Design drive_sequence_scheduler, sky130hd; sources not shown.
### Zoomed window

The bar under the picture is 20 microns long. Window x 31 to 81, y 31 to 81 microns. Cells in gray, sequential cells in the stronger gray; small squares are vias.
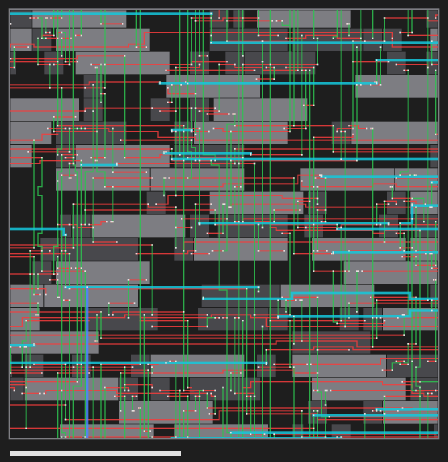
| layer | color |
|---|---|
| M1 | red |
| M2 | green |
| M4 | blue |
| M3 | cyan |
cells with their middle in the window: 88
sequential cells in the window: 32
most frequent: and2_1 (39), edfxtp_1 (32), mux4_2 (9)

### Cells colored by class

Fill, decap, tap and diode cells in gray.
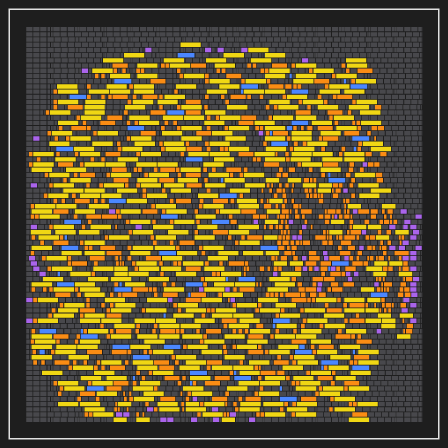
| class | color | cells | share of their area |
|---|---|---|---|
| clock drivers and dummy loads | blue | 66 | 5.4% |
| remaining buffers and delay cells | purple | 83 | 3.5% |
| registers | yellow | 425 | 59% |
| remaining logic cells | orange | 770 | 32% |
flop share of the area: 56.8%
core area: 42800 sq um
row count: 76
Finished Cell Area: 21700 sq um
final core utilization: 50.8%

### Where the registers sit

Other sequential cells in the stronger gray, the rest of the logic in the fainter gray.
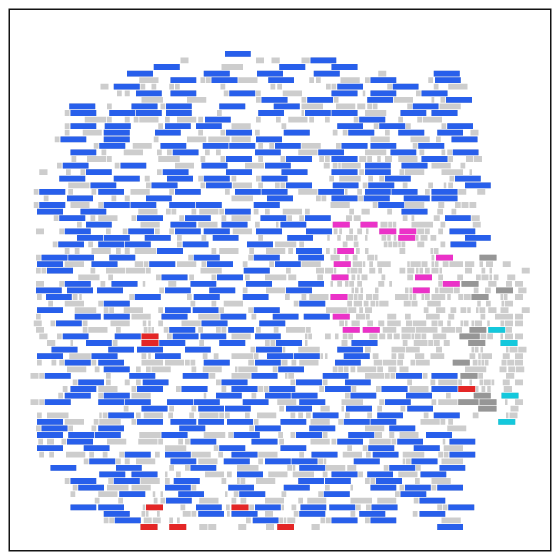
| signal | color | placed flops |
|---|---|---|
| r_last_step | cyan | 4 |
| driver_enable | red | 8 |
| r_dwell_cnt | magenta | 16 |
| u_step_table.r_mem | blue | 384 |
not colored: 13
Seq group: 2.58 mW
Flop area: 12400 sq um

### Cell outlines without signal wires

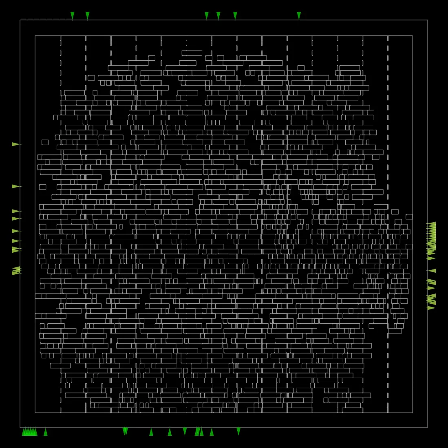
Filler cells: 3560
# Taps: 546
final sequential cell count: 425
final std cells w/o fill: 1892

==> impl_metrics.toml <==
# implementation run metrics
[outcome]
status = "completed"

[routing]
wire_per_inst_microns = 27.9
vias = 11200
drc = 0
routed_wl_microns = 52900
firstDrtPassIters = 5
via_per_inst = 5.90
drtIter0Drc = 1431

[worst_setup_path]
endpoint_kind = "flop"
cpPeakStageDelay_ns = 0.85
ff2ff_setup_slack_ns = 4.02
worstPathRequired_ns = 7.97
worstPathMaxFanout = 29
reg2reg_depth = 6
path_cells = "clkdlybuf4s50_1 -> buf_4 -> nor4_4 -> nand3_1 -> nor3_4 -> buf_4 -> or2_2"
crit_top_cell = "buf_4"
critPathKind = "primary input to flop"

[clocking]
cts_buffers = 41
root_buffer = "clkbuf_16"
clock_latency_ns = 0.57
tritoncts = "built"
cts_resized = 0
cts-hold-fix-buffers = 0
cts_num_sinks = 425
clkTransAtPathRegs_ns = 0.06
clk_path_buf_depth = 3
cts_htree_levels = 2

[flow_run]
cap_violations = 0
openroad.warnings = 34

[synthesis]
edf_count = 384
ys_ff = 425
yosys_warnings = 0
synth.distinct_cells = 64
yosysSeqAreaShare_pct = 63.7
netlist_area_sq_um = 19400
dominantRegCellSynth = "edfxtp_1"
syn_avg_cell_area_sq_um = 14.9
yosysChipArea_sq_um = 19400
netlist_instances = 1297

[die]
boundaryPins = 59
chipArea_sq_um = 50000
fp.dieW_microns = 224
die_h_microns = 224

[grt]
grt_max_degree = 60
grt_antenna_before_repair = 5
grt-ovfl-total = 0
grtUsageTotal_pct = 21.3
grt_pass1_vias = 11300
grt_pass1_wl_microns = 77300

[cells_and_area]
area_growth_pct = 12.2
largest_reg_flops = 384
layout.nets = 1366
final_common_cell = "and2_1"

[placed_design]
port_buffers = 50
dpl_worst_slack_ns = 2.32
place_inst = 1823
post_dp_cell_area_sq_um = 20600
hpwlAfterDp_microns = 28000

[pwr]
total_power_mw = 4.68
ir_drop_uv = 174
p_leak_nw = 7.62

[sta]
fin_hold_ws_ns = 0.457
worstMarginPinSlew_ns = 1.09
skew_ns = 0.0194
rsz0062_at_grt = "no"
post-route-min-period_ns = 4.94
finalCritPeriodShare_pct = 63.3
fmax_mhz = 203
finalWorstSetupSlack_ns = 2.86
maxSlewViolCount = 0

[worst_hold_path]
worstHoldPathType = "flop to flop"
min_path_cells = 2
-- where the power goes --
group	internal, mW	switching, mW
registers	2.55	0.0272
logic	0.0912	0.180
clock network	0.976	0.849
-- routing by layer --
| metal | GRT usage (%) | up-vias | share of wire [%] |
|---|---|---|---|
| li1 | - | 4860 | - |
| met4 | 7.46 | 4 | 3.1 |
| met2 | 33.2 | 456 | 46 |
| met5 | 0 | - | 0.044 |
| met1 | 29.5 | 5752 | 43 |
| met3 | 4.62 | 97 | 7.4 |
-- final cells by class --
type | instances | area share (%)
antenna | 2 | 0.0230
tap | 546 | 3.14
clock inverter | 3 | 0.121
inverter | 16 | 0.276
sequential | 425 | 56.8
multi-input combinational | 754 | 31.1
clock buffer | 63 | 5.10
timing repair buffer | 83 | 3.43
-- cells by family after synthesis --
logic type | share of synthesized area, %
AND-OR/OR-AND | 3.46
XOR/XNOR | 0.181
adder cells (fa/ha/maj) | 0.129
buffers and inverters | 2.55
flip-flops | 63.7
multiplexers | 13.7
AND/OR/NAND/NOR | 16.2
-- synth_stat cells (4+ instances only) --
cell type	count	area share (%)
a2111oi_0	4	0.18
a21oi_1	18	0.46
a31oi_1	11	0.36
and2_1	385	12
buf_2	17	0.44
buf_4	6	0.23
clkbuf_1	75	1.5
dfxtp_1	41	4.2
edfxtp_1	384	60
inv_1	15	0.29
mux2i_1	15	0.77
mux4_2	110	13
nand2_1	31	0.60
nand2b_1	4	0.13
nand3_1	12	0.31
nand3b_1	4	0.15
nor2_1	35	0.68
nor3_1	9	0.23
nor3_2	4	0.21
nor4_1	4	0.13
o211ai_1	4	0.15
o21ai_0	29	0.75
or2_2	5	0.16
xor2_1	4	0.18
-- tightest hold or removal path: stages, from the launching register on --
cell	delay [ns]
dfxtp_1	0.33
nand2_1	0.05
o21ai_0	0.05
Power and IR drop assume default switching activity.
